[src/rtl/uart_pkg.sv]
// Shared UART definitions: frame width and receiver state encoding.
// Used by both the RX and TX paths.
package uart_pkg;

    localparam int DATA_BITS = 8;

    typedef enum logic [2:0] {
        IDLE,
        START,
        DATA,
        STOP,
        BRK_WAIT
    } rx_state_t;

endpackage

[src/rtl/sync_2ff.sv]
// Generic two-flop synchroniser for a single asynchronous bit.
// RST_VAL sets the reset value so an idle-high line stays high through reset.
module sync_2ff #(
    parameter logic RST_VAL = 1'b0
) (
    input  logic clk,
    input  logic reset,
    input  logic d_i,
    output logic q_o
);

    logic meta_q;
    logic sync_q;

    always_ff @(posedge clk or posedge reset) begin
        if (reset) begin
            meta_q <= RST_VAL;
            sync_q <= RST_VAL;
        end else begin
            meta_q <= d_i;
            sync_q <= meta_q;
        end
    end

    assign q_o = sync_q;

endmodule

[src/rtl/uart_rx.sv]
// 8N1 UART receiver: mid-bit sampling, one-cycle valid/framing-error strobes.
// A stop bit sampled low parks in BRK_WAIT until the line returns high.
module uart_rx
    import uart_pkg::*;
#(
    parameter int CLKS_PER_BIT = 868
) (
    input  logic                 clk,
    input  logic                 reset,
    input  logic                 rx,
    output logic [DATA_BITS-1:0] data_out,
    output logic                 data_valid,
    output logic                 framing_error,
    output logic                 busy
);

    localparam int CNT_W = $clog2(CLKS_PER_BIT);
    localparam int IDX_W = $clog2(DATA_BITS);

    localparam logic [CNT_W-1:0] HALF_M1  = CNT_W'(CLKS_PER_BIT / 2 - 1);
    localparam logic [CNT_W-1:0] FULL_M1  = CNT_W'(CLKS_PER_BIT - 1);
    localparam logic [IDX_W-1:0] LAST_IDX = IDX_W'(DATA_BITS - 1);

    logic                 rx_s;
    rx_state_t            state_q;
    logic [CNT_W-1:0]     clk_cnt_q;
    logic [CNT_W-1:0]     clk_cnt_d;
    logic [IDX_W-1:0]     bit_idx_q;
    logic [IDX_W-1:0]     bit_idx_d;
    logic [DATA_BITS-1:0] shreg_q;
    logic [DATA_BITS-1:0] data_q;
    logic                 valid_q;
    logic                 ferr_q;
    logic                 busy_q;
    logic                 half_hit;
    logic                 full_hit;

    sync_2ff #(
        .RST_VAL (1'b1)
    ) u_rx_sync (
        .clk   (clk),
        .reset (reset),
        .d_i   (rx),
        .q_o   (rx_s)
    );

    assign clk_cnt_d = clk_cnt_q + CNT_W'(1);
    assign bit_idx_d = bit_idx_q + IDX_W'(1);
    assign half_hit  = (clk_cnt_q == HALF_M1);
    assign full_hit  = (clk_cnt_q == FULL_M1);

    always_ff @(posedge clk or posedge reset) begin
        if (reset) begin
            state_q   <= IDLE;
            clk_cnt_q <= '0;
            bit_idx_q <= '0;
            shreg_q   <= '0;
            data_q    <= '0;
            valid_q   <= 1'b0;
            ferr_q    <= 1'b0;
            busy_q    <= 1'b0;
        end else begin
            valid_q <= 1'b0;
            ferr_q  <= 1'b0;
            unique case (state_q)
                IDLE: begin
                    clk_cnt_q <= '0;
                    bit_idx_q <= '0;
                    if (!rx_s) begin
                        state_q <= START;
                        busy_q  <= 1'b1;
                    end
                end
                START: begin
                    if (half_hit) begin
                        clk_cnt_q <= '0;
                        if (!rx_s) begin
                            state_q <= DATA;
                        end else begin
                            state_q <= IDLE;
                            busy_q  <= 1'b0;
                        end
                    end else begin
                        clk_cnt_q <= clk_cnt_d;
                    end
                end
                DATA: begin
                    if (full_hit) begin
                        clk_cnt_q          <= '0;
                        shreg_q[bit_idx_q] <= rx_s;
                        if (bit_idx_q == LAST_IDX) begin
                            bit_idx_q <= '0;
                            state_q   <= STOP;
                        end else begin
                            bit_idx_q <= bit_idx_d;
                        end
                    end else begin
                        clk_cnt_q <= clk_cnt_d;
                    end
                end
                STOP: begin
                    // Leaving mid-stop-bit lets a back-to-back start edge be caught.
                    if (full_hit) begin
                        clk_cnt_q <= '0;
                        if (rx_s) begin
                            data_q  <= shreg_q;
                            valid_q <= 1'b1;
                            state_q <= IDLE;
                            busy_q  <= 1'b0;
                        end else begin
                            ferr_q  <= 1'b1;
                            state_q <= BRK_WAIT;
                        end
                    end else begin
                        clk_cnt_q <= clk_cnt_d;
                    end
                end
                BRK_WAIT: begin
                    clk_cnt_q <= '0;
                    if (rx_s) begin
                        state_q <= IDLE;
                        busy_q  <= 1'b0;
                    end
                end
                default: begin
                    state_q   <= IDLE;
                    clk_cnt_q <= '0;
                    bit_idx_q <= '0;
                    busy_q    <= 1'b0;
                end
            endcase
        end
    end

    assign data_out      = data_q;
    assign data_valid    = valid_q;
    assign framing_error = ferr_q;
    assign busy          = busy_q;

endmodule
[config.mk]
export PLATFORM = sky130hd
export DESIGN_NAME = uart_rx
export DESIGN_NICKNAME = d
export VERILOG_FILES = /design/src/rtl/uart_pkg.sv /design/src/rtl/sync_2ff.sv /design/src/rtl/uart_rx.sv
export SDC_FILE = /design/constraint.sdc
export NUM_CORES = 1
export LEC_CHECK = 0
export ABC_AREA = 1
export ABC_CLOCK_PERIOD_IN_PS = 2200
export CAP_MARGIN = 40
export CORE_MARGIN = 1
export CORE_UTILIZATION = 40
export DETAILED_ROUTE_END_ITERATION = 7
export PLACE_DENSITY_LB_ADDON = 0.05
export SYNTH_ARGS = -nofsm -noshare
export SYNTH_HDL_FRONTEND = slang
export SYNTH_SLANG_ARGS = --single-unit
[constraint.sdc]
create_clock -name clk -period 2.2 [get_ports clk]
set_input_delay 0.22 -clock clk [delete_from_list [all_inputs] [get_ports clk]]
set_output_delay 0.22 -clock clk [all_outputs]
set_load 0.05 [all_outputs]
**Run 1: placement density heat map**

The die is cut into 7 by 7 equal tiles; white is low, dark blue is high, 0 to 100% covered.
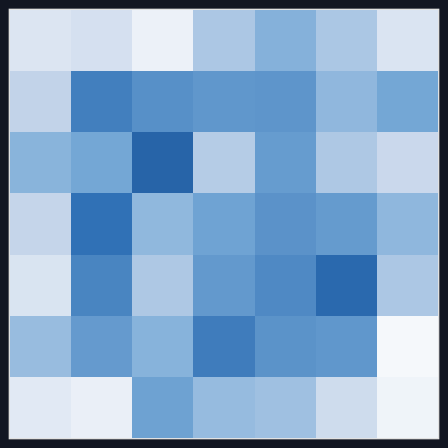
4.1% of the tiles are over 75% full. The mean over all tiles is 42%. The fullest tile reaches 79%.
core area: 0.00414 sq mm
final core utilization: 0.498
fp util: 0.429

**Run 1: wiring by layer**

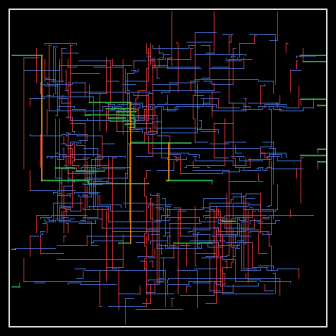
metal 4: shown in orange, wire length 66.0 microns. metal 2: shown in red, wire length 1440 microns. metal 1: shown in blue, wire length 1680 microns. metal 3: shown in green, wire length 148 microns.

**Run 1: gate families picked out**

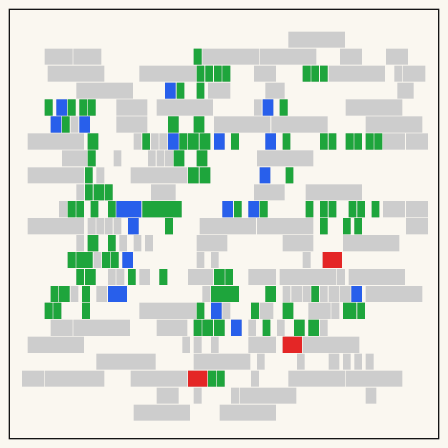
NAND gates: shown in green, cells 92, most used nand2_1. XOR/XNOR gates: shown in red, cells 3, most used xor2_1. inverting AOI/OAI gates: shown in blue, cells 18, most used o21ai_1.

**Run 1: the metal 2 layer**

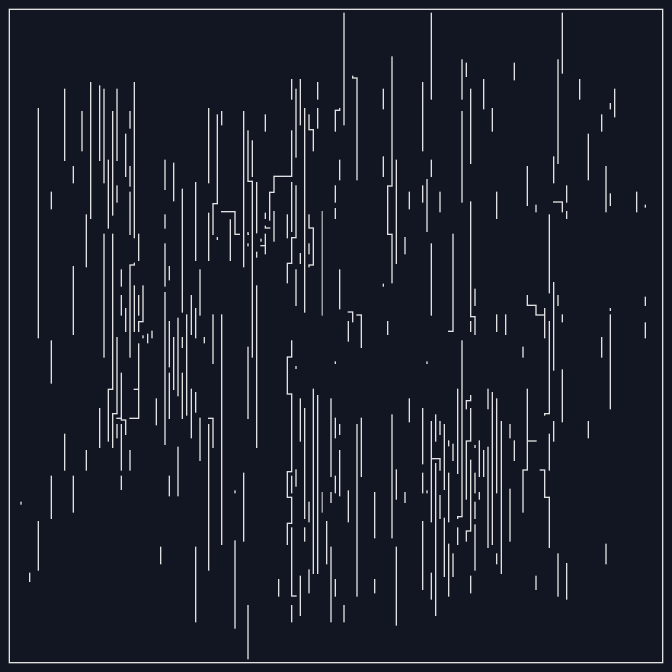
The layer holds 43% of the routed length. The layer carries 1440 microns of wire. The wires run mostly vertical. 178 nets have wire on it.

==> flow_summary_export.csv, run 1 <==
group,metric,value,unit
run_status,status,"finished clean",
finish,flop-count,37,
drt,wl_met2,1440,microns
floorplanning,pin_count,14,
critical_path,slowest_stage,"clkdlybuf4s50_1",
cts,cts_hold_buf,0,
drt,wl_met3,148,microns
finish,areaGrowthSynthToFinish,16.0,%
final_timing,worst_pin_slew,0.498,ns
flow_run,warnings,27,
critical_path,endpoint_kind,"output pin",
finish,largest_cell_class,"sequential cells",
synth,top_area_frac,0.492,
synth,ys_sh_aoi,0.0563,
global_routing,grt_use_met3,0.0395,
placed_design,dp_cells,278,
finish,fin_area,0.00206,sq mm
synth,ys_cells,215,
critical_path,cp_max_fo,2,
synth,synthArstFlopShare,1.00,
cts,numClockSinks,37,
drt,via_per_inst,4.86,
pwr,powerComb,23.4,uW
finish,nets,242,
critical_path,r2r_end,"state_q[1]",
floorplanning,taps,50,
critical_path,cp.arrival,1.44,ns
floorplanning,die_w,68.7,microns
pwr,intPower,944,uW
drt,wl_per_cell,11.7,microns
cts,clock_path_buffers,2,
**Run 1: track usage over the die**

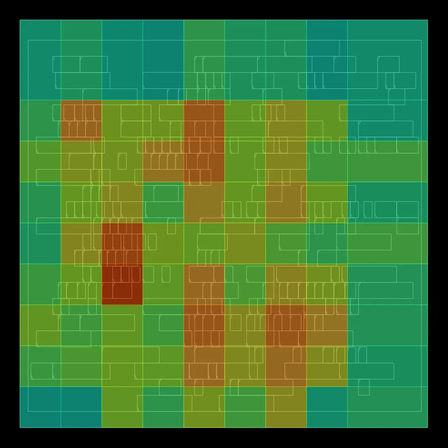

--- run 2 (diff from run 1) ---
ABC_CLOCK_PERIOD_IN_PS = 1700   (was 2200)
clock period = 1.7 ns   (was 2.2 ns; I/O delays follow)
**Run 2: track usage over the die**

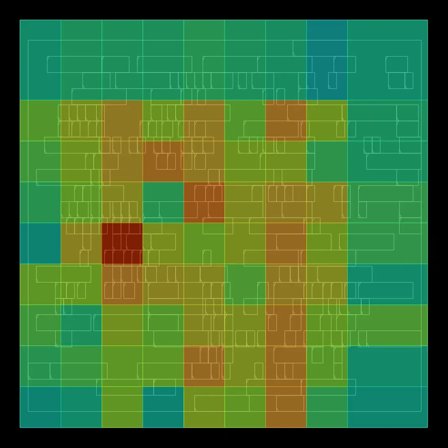
M1 GR Usage: 0.218
gr usage total: 0.167
routed len/inst: 11.6 microns
GR Util met2: 0.260

**Run 2: the metal 2 layer**

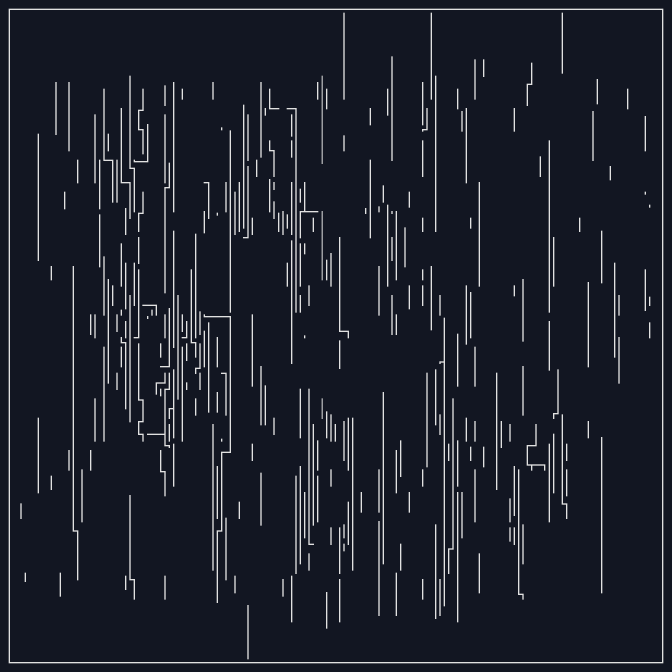
The longest straight run is 30.3 microns. The layer holds 44% of the routed length. 183 nets have wire on it. The layer carries 1470 microns of wire. The wires run mostly vertical.
Post-Route WL: 3340 microns
DR vias: 1387

==> run 2 against run 1 <==
Compared with the run above: non-clock buffer count grew 1; critical endpoint is now data_out[0]; total power is 33% higher; highest routed layer unchanged; design area up 0.91%; clock skew about the same; sequential power up 29%.
==> flow_summary_export.csv, run 2 <==
group,metric,value,unit
drt,wl_met2,1470,microns
final_timing,worst_pin_slew,0.496,ns
run_status,status,"finished clean",
cts,clock_path_buffers,2,
cts,numClockSinks,37,
critical_path,cp.arrival,1.45,ns
synth,ys_cells,215,
critical_path,r2r_end,"shreg_q[1]",
floorplanning,initial_core_util,0.429,
flow_run,warnings,28,
drt,via_per_inst,4.83,
finish,largest_cell_class,"sequential cells",
global_routing,grt_use_met3,0.0345,
finish,flop-count,37,
floorplanning,die_w,68.7,microns
critical_path,cp_max_fo,2,
cts,cts_hold_buf,0,
placed_design,dp_cells,279,
pwr,powerComb,31.8,uW
critical_path,endpoint_kind,"output pin",
critical_path,slowest_stage,"clkdlybuf4s50_1",
floorplanning,core-area,0.00414,sq mm
synth,synthArstFlopShare,1.00,
pwr,intPower,1.26,mW
finish,areaGrowthSynthToFinish,17.1,%
synth,ys_sh_aoi,0.0563,
**Run 2: placement density heat map**

The die is cut into 7 by 7 equal tiles; white is low, dark blue is high, 0 to 100% covered.
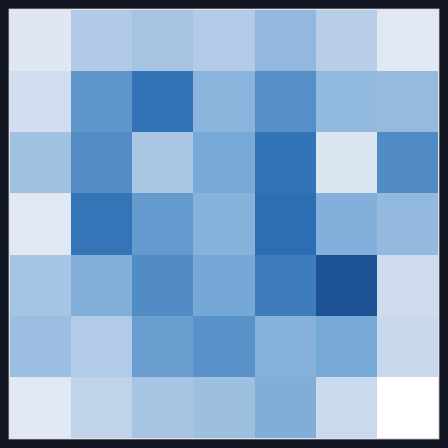
final core utilization: 0.503

Power figures rest on the tool's default switching activity, not on a simulated workload.
